**config.mk**
```make
export PLATFORM = sky130hd
export DESIGN_NAME = spi_frame_decoder_flat
export DESIGN_NICKNAME = d
export VERILOG_FILES = /design/src/rtl/spi_frame_decoder_pkg.sv /design/src/rtl/spi_frame_decoder_if.sv /design/src/rtl/spi_frame_decoder_trig_pulse_gen.sv /design/src/rtl/spi_frame_decoder.sv /design/src/flat_wrapper.sv
export SDC_FILE = /design/constraint.sdc
export NUM_CORES = 1
export LEC_CHECK = 0
export ABC_AREA = 1
export CAP_MARGIN = 10
export CORE_MARGIN = 3
export CORE_UTILIZATION = 40
export CTS_CLUSTER_SIZE = 28
export DETAILED_ROUTE_END_ITERATION = 10
export PLACE_DENSITY_LB_ADDON = 0.25
export SETUP_SLACK_MARGIN = 0.4
export SYNTH_ARGS = -nofsm -noshare
export SYNTH_HDL_FRONTEND = slang
export SYNTH_HIERARCHICAL = 1
export SYNTH_SLANG_ARGS = --single-unit
```
**constraint.sdc**
```tcl
create_clock -name clk -period 4.2 [get_ports clk]
set_input_delay 0.63 -clock clk [delete_from_list [all_inputs] [get_ports clk]]
set_output_delay 0.63 -clock clk [all_outputs]
set_load 0.01 [all_outputs]
```
**src/rtl/spi_frame_decoder_pkg.sv**
```systemverilog
// Shared types and constants for the SPI frame decoder.
// Optional feature macro: SPI_FRAME_CHK_EN (adds the check-byte state).
package spi_frame_pkg;

   // Opcode carried in bits [7:6] of every header byte
   typedef enum logic [1:0] {
      OP_NOP   = 2'b00,
      OP_WRITE = 2'b01,
      OP_READ  = 2'b10,
      OP_TRIG  = 2'b11
   } opcode_t;

   // Frame parser states; the encoding is exported in the status byte
   typedef enum logic [1:0] {
      ST_HDR = 2'd0,
      ST_DAT = 2'd1
`ifdef SPI_FRAME_CHK_EN
      , ST_CHK = 2'd2
`endif
   } state_t;

   // Register bank addresses
   localparam logic [5:0] ADDR_DIN    = 6'h00;
   localparam logic [5:0] ADDR_WIN    = 6'h01;
   localparam logic [5:0] ADDR_BIAS   = 6'h02;
   localparam logic [5:0] ADDR_SIGN   = 6'h03;
   localparam logic [5:0] ADDR_RESULT = 6'h3F;

   // Key folded into the check byte of WRITE/TRIG frames
   localparam logic [7:0] CHK_KEY = 8'hA5;

   // Only the four bank registers accept writes
   function automatic logic addr_writable(input logic [5:0] a);
      return (a <= ADDR_SIGN);
   endfunction

endpackage

```
**src/rtl/spi_frame_decoder_if.sv**
```systemverilog
// Bundles the SPI byte-stream side and the grid operand side of the decoder.
// Optional feature macro: SPI_FRAME_CHK_EN (no effect on this interface).
interface spi_frame_decoder_if;

   logic       ss;
   logic       spi_done;
   logic [7:0] spi_dout;
   logic [7:0] tx_data;
   logic [7:0] result;
   logic [7:0] din;
   logic [7:0] win;
   logic [7:0] bias;
   logic       sign;
   logic       trig;
   logic       busy;

   // Environment side: SPI slave and grid
   modport master (
      output ss, spi_done, spi_dout, result,
      input  tx_data, din, win, bias, sign, trig, busy
   );

   // Decoder side
   modport slave (
      input  ss, spi_done, spi_dout, result,
      output tx_data, din, win, bias, sign, trig, busy
   );

endinterface

```
**src/rtl/spi_frame_decoder_trig_pulse_gen.sv**
```systemverilog
// Fixed-width trigger pulse generator: a start request while idle produces a
// pulse of exactly TRIG_LEN cycles; starts while the pulse runs are dropped.
// Optional feature macro: SPI_FRAME_CHK_EN (no effect on this module).
module trig_pulse_gen
   import spi_frame_pkg::*;
#(
   parameter int TRIG_LEN = 4
) (
   input  logic clk,
   input  logic rst,
   input  logic start,
   output logic trig,
   output logic busy
);

   localparam int CW = $clog2(TRIG_LEN + 1);

   logic [CW-1:0] cnt;

   // Load on an idle start, then count down to zero; reset drops the pulse at once
   always_ff @(posedge clk) begin
      if (rst) begin
         cnt <= '0;
      end else if (start && (cnt == '0)) begin
         cnt <= CW'(TRIG_LEN);
      end else if (cnt != '0) begin
         cnt <= cnt - CW'(1);
      end
   end

   assign trig = (cnt != '0);
   assign busy = trig;

endmodule

```
**src/rtl/spi_frame_decoder.sv**
```systemverilog
// SPI command frame decoder: parses header/payload(/check) bytes, owns the
// grid operand register bank, fires trigger pulses and returns readback or
// status bytes to the SPI shifter.
// Optional feature macro: SPI_FRAME_CHK_EN adds a check byte to WRITE and
// TRIG frames; without it those frames commit on their last data byte.
module spi_frame_decoder
   import spi_frame_pkg::*;
#(
   parameter int TRIG_LEN = 4,
   parameter int ERR_W    = 4
) (
   input logic                clk,
   input logic                rst,
   spi_frame_decoder_if.slave bus
);

   // Number of error-counter bits that fit in the status nibble
   localparam int ERR_SHOWN = (ERR_W < 4) ? ERR_W : 4;

   state_t           state;
   state_t           state_nxt;
   logic [5:0]       addr;
   logic [ERR_W-1:0] err_cnt;
   logic [7:0]       rb;
   logic             rb_vld;
   logic [7:0]       rd_val;
   logic [7:0]       status;
   logic [7:0]       wdata;
   logic [7:0]       din;
   logic [7:0]       win;
   logic [7:0]       bias;
   logic             sign;
   logic             trig;
   logic             busy;

   opcode_t          op_in;
   logic             byte_vld;
   logic             hdr_ld;
   logic             wr_req;
   logic             trig_req;
   logic             rd_ld;
   logic             chk_err;
   logic             addr_ok;
   logic             wr_go;
   logic             trig_go;
   logic             err_inc;

`ifdef SPI_FRAME_CHK_EN
   logic [7:0]       hdr;
   logic [7:0]       pay;
   logic             pay_ld;
   logic [7:0]       chk_exp;
`endif

   // A byte only counts while a frame is open
   assign byte_vld = bus.spi_done & ~bus.ss;
   assign op_in    = opcode_t'(bus.spi_dout[7:6]);

`ifdef SPI_FRAME_CHK_EN
   // TRIG frames have no payload, so the check covers the header alone
   assign chk_exp = (opcode_t'(hdr[7:6]) == OP_WRITE) ? (hdr ^ pay ^ CHK_KEY)
                                                      : (hdr ^ CHK_KEY);
   assign wdata   = pay;
`else
   assign wdata   = bus.spi_dout;
`endif

   // Parser state register
   always_ff @(posedge clk) begin
      if (rst) begin
         state <= ST_HDR;
      end else begin
         state <= state_nxt;
      end
   end

   // Next-state decode and per-byte action requests
   always_comb begin
      state_nxt = state;
      hdr_ld    = 1'b0;
      wr_req    = 1'b0;
      trig_req  = 1'b0;
      rd_ld     = 1'b0;
      chk_err   = 1'b0;
`ifdef SPI_FRAME_CHK_EN
      pay_ld    = 1'b0;
`endif
      if (bus.ss) begin
         // Deselect abandons any partial frame silently
         state_nxt = ST_HDR;
      end else if (bus.spi_done) begin
         case (state)
            ST_HDR: begin
               case (op_in)
                  OP_WRITE: begin
                     hdr_ld    = 1'b1;
                     state_nxt = ST_DAT;
                  end
                  OP_READ: begin
                     rd_ld = 1'b1;
                  end
                  OP_TRIG: begin
`ifdef SPI_FRAME_CHK_EN
                     hdr_ld    = 1'b1;
                     state_nxt = ST_CHK;
`else
                     trig_req  = 1'b1;
`endif
                  end
                  default: ;
               endcase
            end
            ST_DAT: begin
`ifdef SPI_FRAME_CHK_EN
               pay_ld    = 1'b1;
               state_nxt = ST_CHK;
`else
               wr_req    = 1'b1;
               state_nxt = ST_HDR;
`endif
            end
`ifdef SPI_FRAME_CHK_EN
            ST_CHK: begin
               state_nxt = ST_HDR;
               if (bus.spi_dout == chk_exp) begin
                  if (opcode_t'(hdr[7:6]) == OP_WRITE) begin
                     wr_req = 1'b1;
                  end else begin
                     trig_req = 1'b1;
                  end
               end else begin
                  chk_err = 1'b1;
               end
            end
`endif
            default: begin
               state_nxt = ST_HDR;
            end
         endcase
      end
   end

   // Commit qualification: bad address or retrigger become errors instead
   assign addr_ok = addr_writable(addr);
   assign wr_go   = wr_req & addr_ok;
   assign trig_go = trig_req & ~busy;
   assign err_inc = chk_err | (wr_req & ~addr_ok) | (trig_req & busy);

   // Frame capture registers (data only, no reset needed)
   always_ff @(posedge clk) begin
      if (hdr_ld) begin
         addr <= bus.spi_dout[5:0];
`ifdef SPI_FRAME_CHK_EN
         hdr  <= bus.spi_dout;
`endif
      end
`ifdef SPI_FRAME_CHK_EN
      if (pay_ld) begin
         pay <= bus.spi_dout;
      end
`endif
   end

   // Grid operand register bank
   always_ff @(posedge clk) begin
      if (rst) begin
         din  <= '0;
         win  <= '0;
         bias <= '0;
         sign <= 1'b0;
      end else if (wr_go) begin
         case (addr)
            ADDR_DIN:  din  <= wdata;
            ADDR_WIN:  win  <= wdata;
            ADDR_BIAS: bias <= wdata;
            ADDR_SIGN: sign <= wdata[0];
            default: ;
         endcase
      end
   end

   // Readback mux addressed directly by the READ header byte
   always_comb begin
      case (bus.spi_dout[5:0])
         ADDR_DIN:    rd_val = din;
         ADDR_WIN:    rd_val = win;
         ADDR_BIAS:   rd_val = bias;
         ADDR_SIGN:   rd_val = {7'b0, sign};
         ADDR_RESULT: rd_val = bus.result;
         default:     rd_val = 8'hFF;
      endcase
   end

   // Readback byte is held until the next accepted byte
   always_ff @(posedge clk) begin
      if (rst) begin
         rb_vld <= 1'b0;
      end else if (byte_vld) begin
         rb_vld <= rd_ld;
      end
   end

   // Readback data capture
   always_ff @(posedge clk) begin
      if (rd_ld) begin
         rb <= rd_val;
      end
   end

   // Saturating frame-error counter
   always_ff @(posedge clk) begin
      if (rst) begin
         err_cnt <= '0;
      end else if (err_inc && (err_cnt != '1)) begin
         err_cnt <= err_cnt + ERR_W'(1);
      end
   end

   // Status byte: {state, busy, 0, low error-count nibble}
   always_comb begin
      status                  = {state, busy, 1'b0, 4'h0};
      status[ERR_SHOWN-1:0]   = err_cnt[ERR_SHOWN-1:0];
   end

   trig_pulse_gen #(
      .TRIG_LEN (TRIG_LEN)
   ) u_trig (
      .clk   (clk),
      .rst   (rst),
      .start (trig_go),
      .trig  (trig),
      .busy  (busy)
   );

   assign bus.tx_data = rb_vld ? rb : status;
   assign bus.din     = din;
   assign bus.win     = win;
   assign bus.bias    = bias;
   assign bus.sign    = sign;
   assign bus.trig    = trig;
   assign bus.busy    = busy;

endmodule

```
**src/flat_wrapper.sv**
```systemverilog
// flat-port wrapper written by rule: the top's interface ports become plain ports
module spi_frame_decoder_flat import spi_frame_pkg::*;
#(
   parameter int TRIG_LEN = 4,
   parameter int ERR_W    = 4
)
  (clk, rst, bus_ss, bus_spi_done, bus_spi_dout, bus_result, bus_tx_data, bus_din, bus_win, bus_bias, bus_sign, bus_trig, bus_busy);
  spi_frame_decoder_if bus_i ();
  input logic clk;
  input logic rst;
  input wire logic [$bits(bus_i.ss)-1:0] bus_ss;
  input wire logic [$bits(bus_i.spi_done)-1:0] bus_spi_done;
  input wire logic [$bits(bus_i.spi_dout)-1:0] bus_spi_dout;
  input wire logic [$bits(bus_i.result)-1:0] bus_result;
  output wire logic [$bits(bus_i.tx_data)-1:0] bus_tx_data;
  output wire logic [$bits(bus_i.din)-1:0] bus_din;
  output wire logic [$bits(bus_i.win)-1:0] bus_win;
  output wire logic [$bits(bus_i.bias)-1:0] bus_bias;
  output wire logic [$bits(bus_i.sign)-1:0] bus_sign;
  output wire logic [$bits(bus_i.trig)-1:0] bus_trig;
  output wire logic [$bits(bus_i.busy)-1:0] bus_busy;
  assign bus_i.ss = bus_ss;
  assign bus_i.spi_done = bus_spi_done;
  assign bus_i.spi_dout = bus_spi_dout;
  assign bus_i.result = bus_result;
  assign bus_tx_data = bus_i.tx_data;
  assign bus_din = bus_i.din;
  assign bus_win = bus_i.win;
  assign bus_bias = bus_i.bias;
  assign bus_sign = bus_i.sign;
  assign bus_trig = bus_i.trig;
  assign bus_busy = bus_i.busy;
  spi_frame_decoder #(.TRIG_LEN(TRIG_LEN), .ERR_W(ERR_W)) u_core (.clk(clk), .rst(rst), .bus(bus_i));
endmodule
```
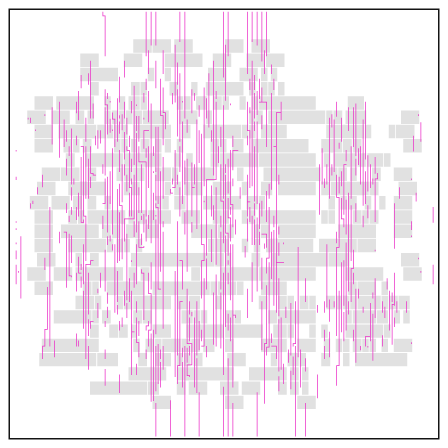
Fig. 1. Metal 2 (run 1).
Cells faint in the background.
longest straight run = 38.1 um
share of all routed wire = 48%
main direction = vertical
nets with wire on the layer = 296

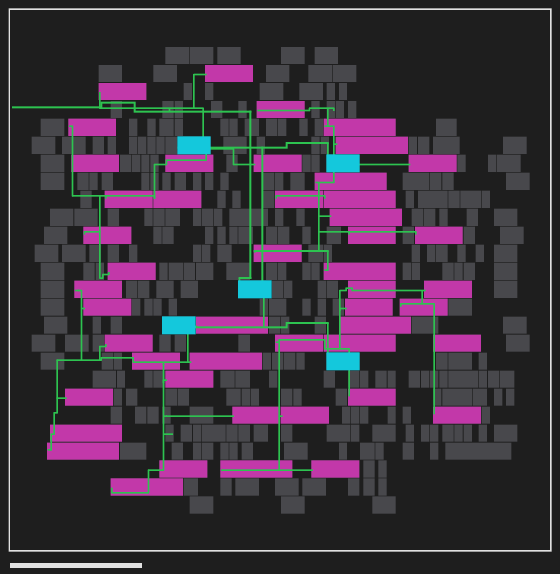
Fig. 2. Routed clock nets over the placement (run 1).
The bar under the picture is 20 um long.
green -> clock wires  # length 541 um
magenta -> flip-flops  # count 48
cyan -> clock drivers  # count 5
routed clock nets = 6

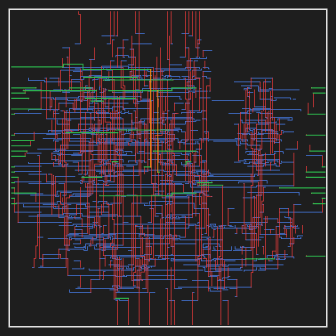
Fig. 3. Wiring by layer (run 1).
blue -> metal 1  # wire length 2740 um
orange -> metal 4  # wire length 46.2 um
green -> metal 3  # wire length 335 um
red -> metal 2  # wire length 2900 um
GRT Total Usage: 19.6%
Avg WL per Cell: 14.4 um
drt total wl: 6.02 mm
Vias: 2156

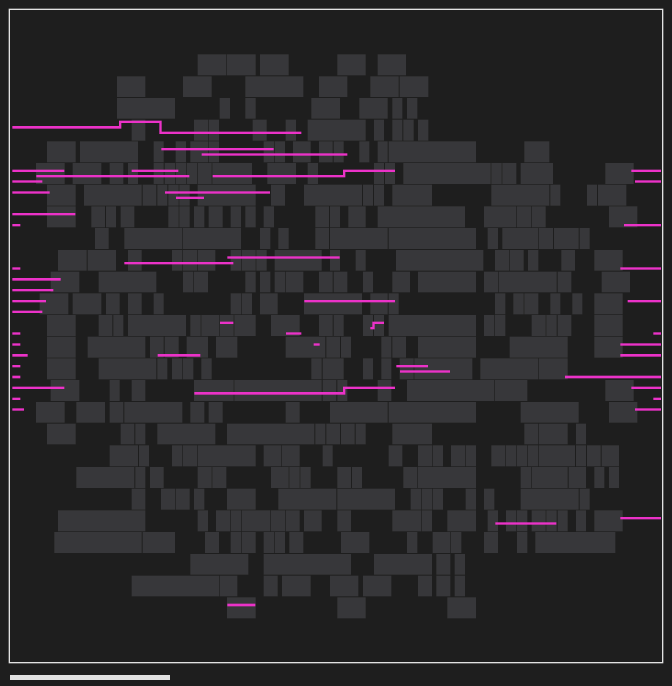
Fig. 4. Met3 routing (run 1).
The bar under the picture is 20 um long. Cells faint in the background.
longest straight run = 18.9 um
nets with wire on the layer = 49
main direction = horizontal

==> results_dict.tcl, run 1 <==
# collected from the flow reports
set metrics [dict create \
    switching_share_pct 27.6 \
    area_leaders "dfxtp_1 30%, edfxtp_1 18%, nand2_1 15%" \
    edf_count 14 \
    dieWidth_um 81.7 \
    yosysUniqueCellTypes 27 \
    yosys.stat.seqShare_pct 48.1 \
    drive_above_1_share_pct 8.02 \
    placed_cell_area_um2 2870 \
    ff_count 48 \
    seqPwrFrac_pct 51.0 \
    stdcell_area_um2 2980 \
    buffers_excl_clock 56 \
    p_int_uw 715 \
    fp-row-count 26 \
    port-buffer-count 54 \
    grt_max_degree 34 \
    dp_hpwl_mm 4.39 \
    worstSkewPairLatency_ns 0.30 \
    finalNetCount 371 \
    grt_pass1_vias 2081 \
    power_uw 988 \
    maxCapViolations 0 \
    ir_drop_uv 231 \
    required_ns 4.39 \
    cpLargestDelayFamily "simple AND/OR/NAND/NOR gates" \
    grt_overflow 0 \
    diodes 0 \
    fp_nets 318 \
    grt_util_met2_pct 31.8 \
    comb_area_um2 1040 \
    ys_cells 295 \
    die_area_um2 6670 \
    setup_slack_ns 1.69 \
    lay_top_count "nand2_1" \
    cts_made_buffers 5 \
    first_pass_iters 5 \
    clockBufferCount 7 \
    cpMostUsedCell "nand2_1" \
    clk_share_pct 2.73 \
    fa_ha_area_share_pct 1.64 \
    crit_slowest_cell "nor3_2" \
    dr_wl_met3_um 334 \
    cts_htree_levels 2 \
    rsz0062_at_grt "false" \
    ctsResizeCount 0 \
    warnings 27 \
    crit_path_max_fanout 17 \
    status "complete, no violations" \
    clockBufferDepth 2 \
    grt.met1_usage_pct 26.7 \
    dp.cells 410 \
    ios 55 \
    netlist_logic_family_top "simple AND/OR/NAND/NOR gates" \
    gp_congestion 0.817 \
    power_sequential_uw 504 \
    fin_worst_skew_ns 0.00443 \
    synthSimpleGateAreaFrac_pct 32.2 \
    synth_cells 295 \
    slew-limit-headroom_pct 28.6 \
    setup_tns_ns 0 \
    yosysTopAreaCellShare_pct 29.7 \
    comb_power_share_pct 22.4 \
    synth-compound-area-share_pct 9.28 \
    ant_nets 0 \
    core_um2 5340 \
    drt-initial-drc-count 176 \
    async_reset_ff_share_pct 0 \
    timing.final.crit_share_pct 59.9 \
    drc 0 \
    worstMarginPinSlew_ns 1.06 \
    clock_sinks 48 \
    syn_area_per_cell_um2 7.77 \
    comb_cells 212 \
    cp_slowest_stage_delay_ns 0.76 \
]
## run 1: final timing paths
kind,start,to,slack [ns],cells past startpoint
worst min register to register,u_core/u_trig/cnt[0],u_core/u_trig/cnt[0],0.46,2
worst max register to register,u_core/addr[3],u_core/bus.win[1],2.04,6
worst min-delay path,u_core/u_trig/cnt[0],u_core/u_trig/cnt[0],0.46,2
worst max-delay path,bus_spi_done,u_core/bus.win[1],1.69,6
## run 1: registers in the layout (all words and copies together), names as in the netlist
| register | flops |
|---|---|
| u_core/rb | 8 |
| u_core/rb_vld | 1 |
| u_core/state | 1 |
| u_core/bus.bias | 8 |
| u_core/bus.din | 8 |
| u_core/bus.sign | 1 |
| u_core/addr | 6 |
| u_core/err_cnt | 4 |
| u_core/u_trig/cnt | 3 |
| u_core/bus.win | 8 |
Fig. 5: run 1, routing congestion
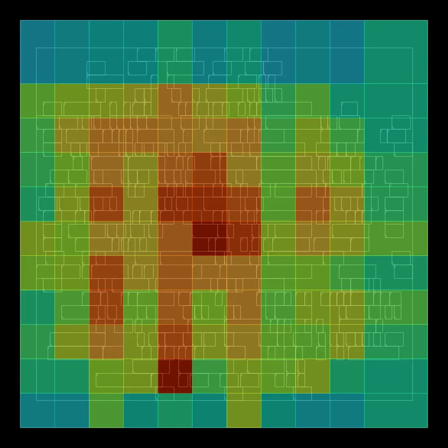

## Run 2: what changed since run 1
Clock period 4.2 ns to 2.4 ns, I/O delays scaled along.
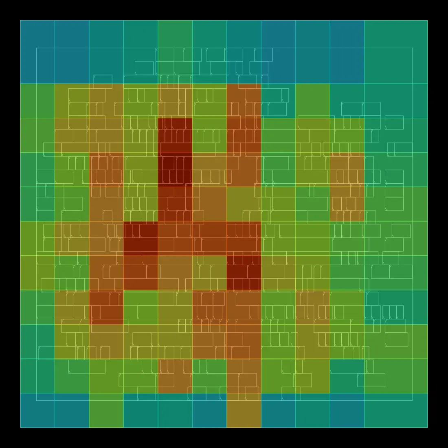
Fig. 6. Routing congestion (run 2).
Avg WL per Cell: 14.7 um
Most Crowded Layer GR: met2
met2 usage: 32.2%
post-layout util: 57.9%

==> results_dict.tcl, run 2 <==
# collected from the flow reports
set metrics [dict create \
    cp_slowest_stage_delay_ns 0.48 \
    dr_wl_met3_um 426 \
    edf_count 14 \
    clock_sinks 48 \
    setup_tns_ns 0 \
    ant_nets 0 \
    ir_drop_uv 497 \
    dr_total_vias 2216 \
    rsz0062_at_grt "false" \
    power_sequential_uw 882 \
    fa_ha_area_share_pct 1.64 \
    synth-compound-area-share_pct 9.28 \
    dieWidth_um 81.7 \
    syn_area_per_cell_um2 7.77 \
    routed_wl_mm 6.23 \
    r2r_slack_ns 0.64 \
    fp-row-count 26 \
    die_area_um2 6670 \
    crit_path_max_fanout 12 \
    drive_above_1_share_pct 10.7 \
    placed_cell_area_um2 2920 \
    slew-limit-headroom_pct 64.9 \
    worstMarginPinSlew_ns 0.525 \
    first_pass_iters 4 \
    synth_cells 295 \
    grt.met1_usage_pct 25.9 \
    cts_htree_levels 2 \
    ios 55 \
    async_reset_ff_share_pct 0 \
    drc 0 \
    clockBufferDepth 2 \
    grt_max_degree 34 \
    netlist_logic_family_top "simple AND/OR/NAND/NOR gates" \
    r2r_start "u_core/addr[4]" \
    maxCapViolations 0 \
    yosysUniqueCellTypes 27 \
    dp.cells 416 \
    fin_worst_skew_ns 0.00594 \
    power_mw 2.07 \
    port-buffer-count 54 \
    diodes 0 \
    lay_top_count "nand2_1" \
    crit_slowest_cell "clkdlybuf4s50_1" \
    hold_start "u_core/u_trig/cnt[1]" \
    area_leaders "dfxtp_1 30%, edfxtp_1 18%, nand2_1 15%" \
    warnings 27 \
    grt_pass1_vias 2083 \
    worstSetupEndpoint "bus_tx_data[1]" \
    grt_use_total_pct 20.2 \
    grt_overflow 0 \
    stdcell_area_um2 3090 \
    whs_path_depth 2 \
    fp_nets 318 \
    drt-initial-drc-count 111 \
    yosys.stat.seqShare_pct 48.1 \
    status "complete, no violations" \
]
## run 2: worst max-delay path, delay by kind of cell (launching register included)
kind / cells / cell delay (ns)
buffers and inverters: 1 / 0.48
flip-flops: 1 / 0.43
multiplexers: 1 / 0.34
## run 2: cell type report
| class | instances | area [um2] | area share (%) |
|---|---|---|---|
| Sequential cell | 48 | 1100 | 35.8 |
| Multi-Input combinational cell | 212 | 1050 | 33.9 |
| Timing Repair Buffer | 61 | 597 | 19.3 |
| Inverter | 25 | 93.8 | 3.04 |
| Clock inverter | 3 | 90.1 | 2.92 |
| Tap cell | 70 | 87.6 | 2.84 |
| Clock buffer | 5 | 68.8 | 2.23 |
## run 2: what timing repair did
action,4_1_cts,5_1_grt
hold buffers,0,0
resized,3,5
endpoints found under the setup margin,6,5
Fig. 7: run 2, metal 2
Cells faint in the background.
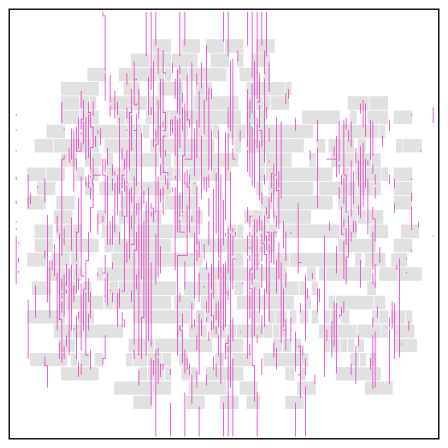

## Run 3: what changed since run 2
Clock period 2.4 ns to 2 ns, I/O delays scaled along.
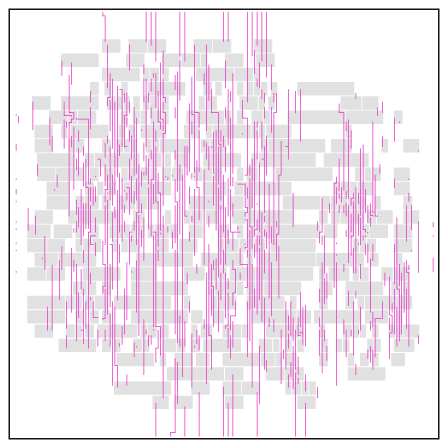
Fig. 8. Metal 2 (run 3).
Cells faint in the background.
wire length on this layer = 3010 um
share of all routed wire = 49%
main direction = vertical
nets with wire on the layer = 308

==> results_dict.tcl, run 3 <==
# collected from the flow reports
set metrics [dict create \
    worstSetupEndpoint "bus_tx_data[5]" \
    drt-initial-drc-count 112 \
    maxCapViolations 0 \
    slew-limit-headroom_pct 74.4 \
    cpLargestDelayFamily "flip-flops" \
    dp.cells 425 \
    comb_area_share_pct 34.6 \
    whs_path_depth 1 \
    worstMarginPinSlew_ns 0.383 \
    wl_per_cell_um 14.0 \
    fp_nets 318 \
    seqCellArea_um2 1110 \
    r2r_slack_ns 0.51 \
    setup_tns_ns 0 \
    routed_wl_mm 6.13 \
    ff_count 48 \
    cts_hold_buf 0 \
    status "complete, no violations" \
    ios 55 \
    async_reset_ff_share_pct 0 \
    ant_nets 0 \
    crit_buf_inv 2 \
    grt_busiest_layer "met2" \
    comb_area_um2 1090 \
    cp_slowest_stage_delay_ns 0.32 \
    dieWidth_um 81.7 \
    grt_util_met2_pct 33.3 \
    crit_slowest_cell "dfxtp_1" \
    r2r_start "u_core/addr[3]" \
    port-buffer-count 54 \
    warnings 29 \
    clockBufferCount 7 \
    buffers_excl_clock 75 \
    placed_cell_area_um2 3000 \
    edf_count 14 \
    clock_sinks 48 \
    drc 0 \
]
[run 3: cell count changes in the layout (fill, tap and decap cells not counted), sizes merged]
cell and change:
dlygate4sd2 +7, clkinv +1, dlymetal6s2s +2, clkdlybuf4s50 -12, clkbuf +4, bufinv -3, buf +15
[run 3: what timing repair did]
item                       in CTS  in global routing
setup endpoints to repair      24                 31
pin swaps                       1                  2
cloned                          0                  0
resized                        22                 20
buffers inserted                3                  2
[run 3: kinds of logic after synthesis]
kind of cell | share of synthesized area [%]
XOR/XNOR | 0.765
AND-OR/OR-AND | 9.28
buffers and inverters | 6.55
AND/OR/NAND/NOR | 32.2
flip-flops | 48.1
adder cells (fa/ha/maj) | 1.64
multiplexers | 1.47
